[src/rtl/mem_arbiter.sv]
// mem_arbiter: two-requester (CPU, loader) arbiter for a single-port
// synchronous memory with one cycle of read latency.
// Every access takes an ACC cycle with mem_* driven, followed by an ACK
// cycle in which the requester's ack pulses and rdata carries mem_rdata.
// Handshake: a requester holds x_req (and its addr/we/wdata) until it sees
// x_ack high. The command is captured when the grant is taken. An access
// that has been granted always completes, even if x_req drops in ACC.
// Optional feature: define ARB_ROUND_ROBIN_EN so that simultaneous
// requests alternate between the two requesters. By default the loader
// has fixed priority. ldr_lock overrides arbitration in both builds.
module mem_arbiter (
    input  logic       clk,
    input  logic       rst,
    input  logic       cpu_req,
    input  logic       cpu_we,
    input  logic [7:0] cpu_addr,
    input  logic [7:0] cpu_wdata,
    input  logic       ldr_req,
    input  logic       ldr_we,
    input  logic [7:0] ldr_addr,
    input  logic [7:0] ldr_wdata,
    input  logic       ldr_lock,
    output logic [7:0] mem_addr,
    output logic [7:0] mem_wdata,
    output logic       mem_we,
    input  logic [7:0] mem_rdata,
    output logic       cpu_ack,
    output logic       ldr_ack,
    output logic [7:0] rdata,
    output logic       cpu_hold,
    output logic [2:0] state_dbg
);

    typedef enum logic [2:0] {
        IDLE    = 3'd0,
        CPU_ACC = 3'd1,
        CPU_ACK = 3'd2,
        LDR_ACC = 3'd3,
        LDR_ACK = 3'd4
    } state_t;

    state_t state;
    logic   pick_cpu;
    logic   pick_ldr;

`ifdef ARB_ROUND_ROBIN_EN
    // 1 when the loader holds the most recent grant
    logic   last_ldr;
`endif

    // Grant decision. A new grant is only taken from IDLE or an ACK cycle,
    // and an ACK cycle never re-grants the requester it is acknowledging.
    always_comb begin
        pick_cpu = 1'b0;
        pick_ldr = 1'b0;
        case (state)
            IDLE: begin
                if (ldr_lock) begin
                    pick_ldr = ldr_req;
                end else if (cpu_req && ldr_req) begin
`ifdef ARB_ROUND_ROBIN_EN
                    pick_cpu = last_ldr;
                    pick_ldr = !last_ldr;
`else
                    pick_ldr = 1'b1;
`endif
                end else begin
                    pick_cpu = cpu_req;
                    pick_ldr = ldr_req;
                end
            end
            CPU_ACK: pick_ldr = ldr_req;
            LDR_ACK: pick_cpu = cpu_req && !ldr_lock;
            default: begin
                pick_cpu = 1'b0;
                pick_ldr = 1'b0;
            end
        endcase
    end

    // Main FSM with registered memory command and ack pulses
    always_ff @(posedge clk or negedge rst) begin
        if (!rst) begin
            state     <= IDLE;
            mem_addr  <= 8'h00;
            mem_wdata <= 8'h00;
            mem_we    <= 1'b0;
            cpu_ack   <= 1'b0;
            ldr_ack   <= 1'b0;
        end else begin
            mem_we  <= 1'b0;
            cpu_ack <= 1'b0;
            ldr_ack <= 1'b0;
            case (state)
                CPU_ACC: begin
                    state   <= CPU_ACK;
                    cpu_ack <= 1'b1;
                end
                LDR_ACC: begin
                    state   <= LDR_ACK;
                    ldr_ack <= 1'b1;
                end
                default: begin
                    if (pick_ldr) begin
                        state     <= LDR_ACC;
                        mem_addr  <= ldr_addr;
                        mem_wdata <= ldr_wdata;
                        mem_we    <= ldr_we;
                    end else if (pick_cpu) begin
                        state     <= CPU_ACC;
                        mem_addr  <= cpu_addr;
                        mem_wdata <= cpu_wdata;
                        mem_we    <= cpu_we;
                    end else begin
                        state <= IDLE;
                    end
                end
            endcase
        end
    end

`ifdef ARB_ROUND_ROBIN_EN
    // Remember who was granted last; starts at loader so the first tie goes to the CPU
    always_ff @(posedge clk or negedge rst) begin
        if (!rst) begin
            last_ldr <= 1'b1;
        end else if (pick_ldr) begin
            last_ldr <= 1'b1;
        end else if (pick_cpu) begin
            last_ldr <= 1'b0;
        end
    end
`endif

    // Read data only arrives one cycle after ACC, so it is passed through in ACK
    assign rdata = ((state == CPU_ACK) || (state == LDR_ACK)) ? mem_rdata : 8'h00;

    // CPU must freeze while it waits for a grant or while the loader holds the lock
    assign cpu_hold = rst & ((cpu_req & (state != CPU_ACC) & (state != CPU_ACK)) | ldr_lock);

    assign state_dbg = state;

endmodule

[config.mk]
export PLATFORM = sky130hd
export DESIGN_NAME = mem_arbiter
export DESIGN_NICKNAME = d
export VERILOG_FILES = /design/src/rtl/mem_arbiter.sv
export SDC_FILE = /design/constraint.sdc
export NUM_CORES = 1
export LEC_CHECK = 0
export ABC_CLOCK_PERIOD_IN_PS = 1740
export CORE_UTILIZATION = 35
export CTS_BUF_LIST = sky130_fd_sc_hd__clkbuf_4
export CTS_CLUSTER_DIAMETER = 100
export DETAILED_ROUTE_END_ITERATION = 10
export PLACE_DENSITY_LB_ADDON = 0.15
export SETUP_SLACK_MARGIN = 0.02
export SKIP_LAST_GASP = 1
export SLEW_MARGIN = 20
export SYNTH_ARGS = -nofsm -noshare
export SYNTH_HDL_FRONTEND = slang
export SYNTH_SLANG_ARGS = --single-unit
[constraint.sdc]
create_clock -name clk -period 1.74 [get_ports clk]
set_clock_uncertainty 0.1 [all_clocks]
set_input_delay 0.261 -clock clk [delete_from_list [all_inputs] [get_ports clk]]
set_output_delay 0.261 -clock clk [all_outputs]
set_load 0.02 [all_outputs]
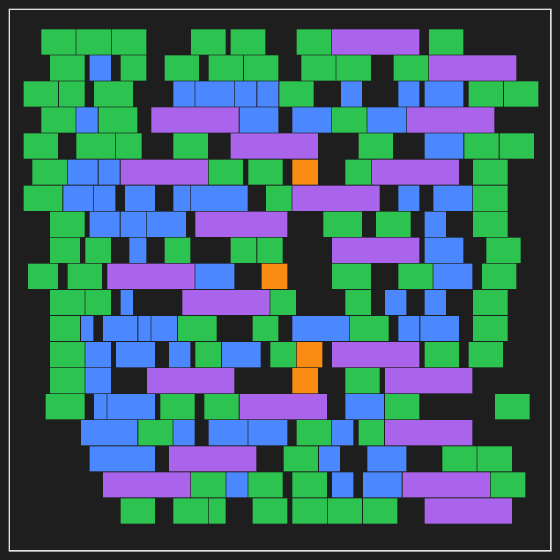
**Above:** cells coloured by class.
| class | colour | cells |
|---|---|---|
| sequential cells | purple | 21 |
| remaining logic cells | blue | 59 |
| remaining buffers and delay cells | green | 93 |
| clock drivers and dummy loads | orange | 4 |

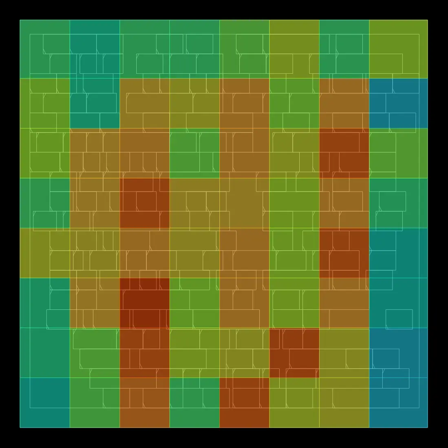
**Above:** routing congestion.
grt met2 use: 39.3%
GR Util met1: 26.8%
GRT Total Usage: 21.7%
fin util: 72.2%
Routed wire per std cell: 15.9 um

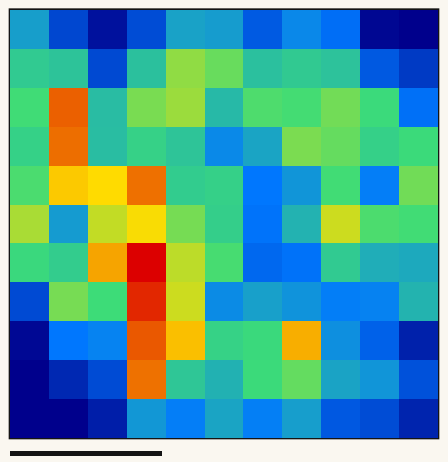
**Above:** routed metal per tile.
The bar under the picture is 20 um long. 11 x 11 tiles, from dark blue (low) to red (high), scaled to the fullest tile. Values are wire area over tile area, all layers added.
tiles over half the peak: 31%
nearly empty tiles: 5.0%
fullest tile: 0.40
densest ninth of the die: left middle
mean over tiles: 0.16

==> flow_metrics.tcl <==
# implementation run metrics
set metrics [dict create \
    synth_warnings 0 \
    ys_seq_share_pct 50.8 \
    violations "negative setup slack" \
    antenna_cells 0 \
    clock_path_buffers 2 \
    cp-end-kind "primary output" \
    p_per_area_nw_per_um2 1540 \
    first_pass_iters 4 \
    setup_viol 4 \
    cp-start-kind "register" \
    clock-sinks 21 \
    whs_ns 0.322 \
    critPathKind "reg2out" \
    instances_no_fill 208 \
    crit_arrival_ns 1.42 \
    crit_path_start "state_dbg[1]$_DFF_PN0_" \
    io_buffers 77 \
    hold_violations 0 \
    cp_top_family "flip-flops" \
    ios 78 \
    place_congestion 0.793 \
    largest_area_cell "dfrtp_1" \
    core_area_sq_um 2780 \
    antenna_found_initial 0 \
    grt_pass1_wl_um 5380 \
    crit_fanout 6 \
    yosysTopAreaCellShare_pct 50.8 \
    slew_viol_final 0 \
    place_inst 205 \
    drt_iter0_drc 20 \
    clock_latency_ns 0.29 \
    drc_errors 0 \
    r2r-start "state_dbg[1]$_DFF_PN0_" \
    tns_ns -0.0801 \
    root_buffer "clkbuf_4" \
    topCellsByArea "dfrtp_1, o221a_2, or3_1" \
    rsz0062_at_grt "true" \
    max_freq_ghz 0.560 \
    grt_max_degree 22 \
    die_h_um 56.4 \
    crit_chain "buf_6 -> xnor2_2 -> o211ai_1 -> nand2_1 -> buf_6" \
    grt_overflow 0 \
    fp_util_pct 37.2 \
    dp_hpwl_um 2580 \
    ys_ff 21 \
    crit_buf_inv 2 \
    ys_types 22 \
    netlist_instances 87 \
    clkTransAtPathRegs_ns 0.11 \
    dieArea_sq_um 3180 \
    drt_wl_total_um 3300 \
    tritoncts.num_buffers 3 \
    worst_slack_ns -0.0443 \
    cts_tree "built" \
    synth_chip_area_sq_um 1030 \
    fin_crit_ns 1.78 \
    p_total_uw 3090 \
    outcome "complete, but fails checks" \
    fp_nets 134 \
    yosysCellCount 87 \
    syn_area_sq_um 1030 \
    peakVddDrop_uv 1320 \
    final_nets 225 \
    die_w_um 56.4 \
    drv_cap 0 \
    postSynthAreaPerCell_sq_um 11.9 \
    leakage_uw 0.000832 \
    grt_pass1_vias 1165 \
    required_ns 1.38 \
    tool_warnings 28 \
    min_period_over_period_pct 103 \
    fill_cells 217 \
    critPathMostFrequentCell "buf_6" \
    hp-class "in2async" \
    tightest_slew_ns 0.273 \
]
==> state kept, by name (all words and copies together) (netlist names) <==
| register | cells |
|---|---|
| mem_we | 1 |
| mem_addr | 8 |
| ldr_ack | 1 |
| state_dbg | 2 |
| mem_wdata | 8 |
| cpu_ack | 1 |
==> timing repair <==
item                                    in CTS  in global routing
endpoints found under the setup margin      26                 26
gates resized                               50                 23
setup buffers                                0                  0
gates cloned                                 0                  0
pin swaps                                    0                  7
==> report_power, final <==
part	internal (uW)	total, uW	switching, uW
combinational	1090	1980	898
sequential	706	856	149
clock	105	249	144
total	1900	3090	1190
==> worst register-to-register path: stages (launching register included) <==
cell,delay [ns]
dfrtp_1,0.45
buf_6,0.16
or3b_4,0.41
a21oi_4,0.18
buf_6,0.15
o221a_2,0.19
==> cell type report <==
| type | instances | area [sq um] | share of cell area, % |
|---|---|---|---|
| Clock buffer | 4 | 30.0 | 1.49 |
| Timing Repair Buffer | 93 | 893 | 44.5 |
| Inverter | 1 | 3.75 | 0.187 |
| Sequential cell | 21 | 527 | 26.2 |
| Multi-Input combinational cell | 58 | 517 | 25.7 |
| Tap cell | 31 | 38.8 | 1.93 |
==> metal layers <==
layer / routed length [um] / vias up / share of wire (%) / GRT usage, %
met4: 0 / 0 / 0 / 4.18
met5: 0 / - / 0 / 0
met3: 225 / 0 / 6.8 / 4.38
met1: 1380 / 504 / 42 / 26.8
met2: 1700 / 52 / 51 / 39.3
li1: - / 510 / - / -
==> through the flow <==
stage | setup WS, ns | cell area [sq um]
2_1_floorplan | 0.0780 | 1030
3_3_place_gp | -0.201 | 1930
3_5_place_dp | -0.193 | 1930
4_1_cts | -0.0247 | 1930
5_1_grt | -0.0961 | 2010
6_report | -0.0443 | 2010
==> cell families after synthesis <==
logic type,synth area share [%]
simple gates,22.1
flops,50.8
compound gates,20.2
buf+inv,4.23
xor+xnor,1.69
mux,0.967
==> final timing paths <==
kind,to,slack [ns],depth (start not counted)
max in group asynchronous,state_dbg[0]$_DFF_PN0_,0.99,2
worst min-delay path,mem_addr[0]$_DFFE_PN0P_,0.32,2
worst min register to register,mem_addr[3]$_DFFE_PN0P_,0.47,1
worst max-delay path,cpu_hold,-0.04,5
worst max register to register,mem_wdata[5]$_DFFE_PN0P_,0.04,5
min in group clk,mem_we$_DFF_PN0_,0.45,3
==> layout by cell type, fill, tap and decap left out <==
| cell type | n |
|---|---|
| clkdlybuf4s50_1 | 64 |
| dfrtp_1 | 20 |
| or3_1 | 16 |
| o221a_2 | 16 |
| buf_4 | 16 |
| buf_6 | 9 |
| and2_4 | 4 |
| and2_1 | 4 |
| clkbuf_4 | 4 |
| dlygate4sd2_1 | 3 |
| nor3b_1 | 2 |
| xnor2_2 | 2 |
| nand2_1 | 2 |
| inv_1 | 1 |
| nand2b_4 | 1 |
| or3b_4 | 1 |
| a21oi_4 | 1 |
| mux2i_1 | 1 |
| nor2_1 | 1 |
| nor2_4 | 1 |
| o211ai_1 | 1 |
| nand3b_1 | 1 |
| nor3b_4 | 1 |
| nand3_1 | 1 |
| a21oi_1 | 1 |
| nand3b_2 | 1 |
| clkbuf_2 | 1 |
| dfrtp_2 | 1 |
